File: src/rtl/mem_arb_pkg.sv
// mem_arb_pkg: shared FSM states, requester ids and lock counter sizing for mem_arb
package mem_arb_pkg;
  typedef enum logic [1:0] {IDLE, REQ, RSP} state_t;
  localparam logic SCALAR = 1'b0;
  localparam logic VECTOR = 1'b1;
  function automatic int lock_w(input int lock_max);
    return $clog2(lock_max + 1);
  endfunction
endpackage

File: src/rtl/mem_arb_pick.sv
// rr_pick2: two-way round-robin winner select with lock hold and forced yield
module rr_pick2
  import mem_arb_pkg::*;
(
  input  logic [1:0] req,
  input  logic       last,
  input  logic       lock_v,
  input  logic       lock_id,
  input  logic       lock_full,
  output logic       win,
  output logic       yield
);
  logic own;
  // Locked owner keeps the port until its budget is spent and the other side is waiting
  always_comb begin
    own = lock_v && req[lock_id];
    yield = own && lock_full && req[!lock_id];
    win = (own && !lock_full) ? lock_id :
          yield ? !lock_id :
          (req == 2'b01) ? SCALAR :
          (req == 2'b10) ? VECTOR : !last;
  end
endmodule

File: src/rtl/mem_arb.sv
// mem_arb: round-robin sequencer sharing one data-memory port between scalar and vector load/store
module mem_arb
  import mem_arb_pkg::*;
#(
  parameter int AW = 32,
  parameter int DW = 32,
  parameter int LOCK_MAX = 16
) (
  input  logic          clk,
  input  logic          rst,
  input  logic [1:0]    s_req,
  input  logic [1:0]    s_we,
  input  logic [1:0]    s_lock,
  input  logic [AW-1:0] s_addr0,
  input  logic [AW-1:0] s_addr1,
  input  logic [DW-1:0] s_wdata0,
  input  logic [DW-1:0] s_wdata1,
  output logic [1:0]    s_gnt,
  output logic [1:0]    s_rvalid,
  output logic [DW-1:0] s_rdata,
  output logic          m_req,
  output logic          m_we,
  output logic [AW-1:0] m_addr,
  output logic [DW-1:0] m_wdata,
  input  logic          m_gnt,
  input  logic          m_rvalid,
  input  logic [DW-1:0] m_rdata,
  output logic          o_stall,
  output logic          o_err
);
  localparam int LCW = lock_w(LOCK_MAX);
  state_t state, state_n;
  logic id, win, yield, last, lock_v, lock_id, lock_full, arb, gnt, done;
  logic [LCW-1:0] lock_cnt;
  rr_pick2 u_pick (
    .req(s_req),
    .last(last),
    .lock_v(lock_v),
    .lock_id(lock_id),
    .lock_full(lock_full),
    .win(win),
    .yield(yield)
  );
  // Transaction strobes, next state and combinational requester outputs
  always_comb begin
    arb = state == IDLE && |s_req;
    gnt = state == REQ && m_gnt;
    done = state == RSP && m_rvalid;
    lock_full = lock_cnt == LCW'(LOCK_MAX);
    state_n = arb ? REQ : gnt ? RSP : done ? IDLE : state;
    s_gnt = gnt ? (id ? 2'b10 : 2'b01) : 2'b00;
    o_stall = s_req[0] && !s_rvalid[0];
  end
  // State register
  always_ff @(posedge clk) begin
    if (rst) state <= IDLE;
    else state <= state_n;
  end
  // Latched access, response capture, lock bookkeeping and sticky protocol error
  always_ff @(posedge clk) begin
    if (rst) begin
      id <= SCALAR;
      m_req <= 1'b0;
      m_we <= 1'b0;
      m_addr <= '0;
      m_wdata <= '0;
      s_rvalid <= 2'b00;
      s_rdata <= '0;
      o_err <= 1'b0;
      last <= VECTOR;
      lock_v <= 1'b0;
      lock_id <= SCALAR;
      lock_cnt <= '0;
    end else begin
      m_req <= arb || (m_req && !gnt);
      s_rvalid <= done ? (id ? 2'b10 : 2'b01) : 2'b00;
      if (done) s_rdata <= m_rdata;
      if (m_rvalid && state != RSP) o_err <= 1'b1;
      if (arb) begin
        id <= win;
        m_we <= s_we[win];
        m_addr <= win ? s_addr1 : s_addr0;
        m_wdata <= win ? s_wdata1 : s_wdata0;
        if (yield) begin
          lock_v <= 1'b0;
          lock_cnt <= '0;
        end
      end
      if (gnt) begin
        last <= id;
        lock_v <= s_lock[id];
        lock_id <= s_lock[id] ? id : lock_id;
        lock_cnt <= !s_lock[id] ? '0 :
                    !(lock_v && lock_id == id) ? LCW'(1) :
                    lock_full ? lock_cnt : lock_cnt + 1'b1;
      end
    end
  end
endmodule

File: config.mk
export PLATFORM = sky130hd
export DESIGN_NAME = mem_arb
export DESIGN_NICKNAME = d
export VERILOG_FILES = /design/src/rtl/mem_arb_pkg.sv /design/src/rtl/mem_arb_pick.sv /design/src/rtl/mem_arb.sv
export SDC_FILE = /design/constraint.sdc
export NUM_CORES = 1
export LEC_CHECK = 0
export CAP_MARGIN = 20
export CELL_PAD_IN_SITES_DETAIL_PLACEMENT = 1
export CELL_PAD_IN_SITES_GLOBAL_PLACEMENT = 2
export CORE_MARGIN = 3
export CORE_UTILIZATION = 21
export CTS_CLUSTER_DIAMETER = 40
export DETAILED_ROUTE_END_ITERATION = 8
export GPL_TIMING_DRIVEN = 0
export PLACE_DENSITY = 0.92
export SYNTH_ARGS = -nofsm -noshare
export SYNTH_HDL_FRONTEND = slang
export SYNTH_SLANG_ARGS = --single-unit
File: constraint.sdc
create_clock -name clk -period 2.3 [get_ports clk]
set_input_delay 0.46 -clock clk [delete_from_list [all_inputs] [get_ports clk]]
set_output_delay 0.46 -clock clk [all_outputs]
set_load 0.01 [all_outputs]
Figure 1. Sequential cells coloured by netlist name.
Scale: 1.5 px per µm. Other sequential cells in the stronger grey, the rest of the logic in the fainter grey.
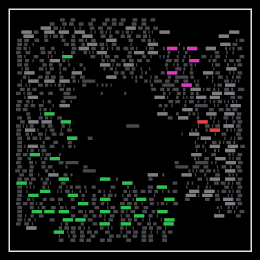
[green] `m_wdata` | placed flops: 32
[magenta] `lock_cnt` | placed flops: 5 | where: top right
[red] `s_rvalid` | placed flops: 2
sequential cell area: 2240 µm²
Seq/total area: 26.6%
Seq group: 2.18 mW

Figure 2. The clock network.
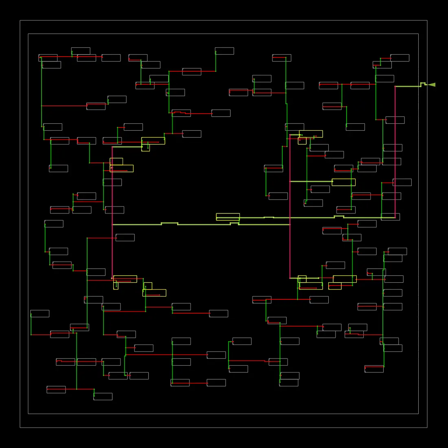
Clock Sinks: 112
clock latency on the worst-skew pair: 360 ps
clk_skew: 9.07 ps
Flops: 112

Figure 3. I/O nets highlighted.
Scale: 3 px per µm.
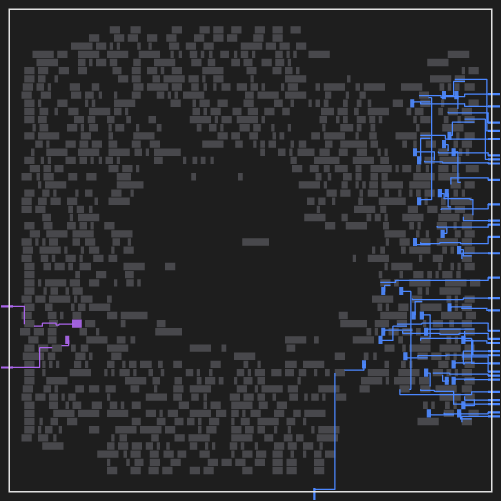
[purple] `s_we` | bits: 2 | direction: input | edge: left | end cells: 2 | buffers: 2 | wire: 49.9 µm
[blue] `m_rdata` | bits: 32 | direction: input | edge: 31 right, 1 bottom | end cells: 32 | buffers: 32 | wire: 995 µm

Figure 4. Routed metal, one colour a layer.
Scale: 2 px per µm.
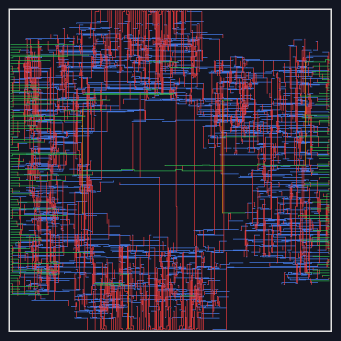
[green] met3 | wire length: 1830 µm
[blue] met1 | wire length: 9050 µm
[red] met2 | wire length: 10100 µm
[orange] met4 | wire length: 187 µm

Figure 5. Logic cells by family.
Scale: 2 px per µm.
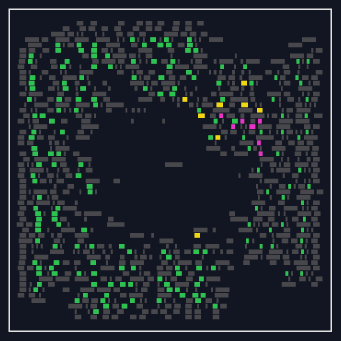
[green] inverting AOI/OAI gates | cells: 175 | where: widely spread
[yellow] AND-OR and OR-AND gates | cells: 8
[magenta] AND and OR gates | cells: 7
Comb area share: 28.5%
Post-Layout Cell Count: 1210
Top cell excl fill/tap: clkdlybuf4s50_1

-- layout make-up --
| cell class | instances | area, µm² |
|---|---|---|
| fillers | 2784 | 14600 |
| clock inverters | 5 | 40.0 |
| well taps | 313 | 392 |
| repair buffers | 273 | 2730 |
| flip-flops and latches | 112 | 2240 |
| plain buffers | 65 | 348 |
| inverters | 6 | 22.5 |
| clock buffers | 11 | 253 |
| multi-input cells | 425 | 2410 |
-- metrics by stage --
step	utilization (%)	hold slack (ps)
global placement	35.3	442
finish	36.7	456
floorplan	-	461
detailed placement	35.3	448
CTS	36.7	459
global route	36.7	479
-- power breakdown --
| part | switching (mW) | internal [mW] | total (mW) |
|---|---|---|---|
| logic | 0.556 | 0.667 | 1.22 |
| registers | 0.0859 | 2.09 | 2.18 |
| clock network | 0.785 | 0.805 | 1.59 |
==> qor.csv <==
stage;metric;value;unit
run_status;status;completed;
routing;wl_met1;9.05;mm
die;fp-row-count;55;
synth;synthTopCellsByCount;201 x nand2_1, 112 x dfxtp_1, 65 x o2111ai_1, 65 x o211ai_1, 36 x a21oi_1;
synth;synth_seq_share;44.8;%
synth;ys_top_cells_by_area;dfxtp_1 45%, nand2_1 15%, o2111ai_1 11%, o211ai_1 9.8%, a21oi_1 3.6%;
worst_setup_path;r2r_start;lock_cnt[0];
routing;routed.top_layer;met4;
hold_path;hp-start;s_rdata[3];
synth;yosysWarnings;0;
die;ios;274;
placed_design;placed_area;8110;µm²
synth;adder_share;0.501;%
worst_setup_path;critPathLaunch;m_gnt;
routing;firstDrtPassIters;4;
worst_setup_path;r2r_setup_slack;150;ps
routing;route.met2.wl;10.1;mm
clock_network;cts_root_buf;clkbuf_16;
placed_design;place_inst;1193;
sta;fmax;460;MHz
global_route;met1_usage;19.5;%
die;die_y;160;µm
placed_design;pre_cts_slack;-563;ps
global_route;overflow;0;
clock_network;cts_setup_buffers;1;
synth;logic_family;AND-OR/OR-AND gates;
hold_path;hold_depth;2;
routing;drt_iter0_drc;216;
clock_network;clock_path_buffers;2;
global_route;grt_pass1_wl;33.2;mm
routing;wl_met3;1.83;mm
worst_setup_path;arrival;1710;ps
final_layout;layout-drive-gt1-share;7.25;%
clock_network;clk_pin_slew;80;ps
clock_network;cts-resized-gates;10;
hold_path;hold_end;s_rdata[3];
placed_design;finalWeightedCongestion;0.792;
synth;synth_area_leader_cell;dfxtp_1;
Power is estimated from default activity; no workload was simulated.
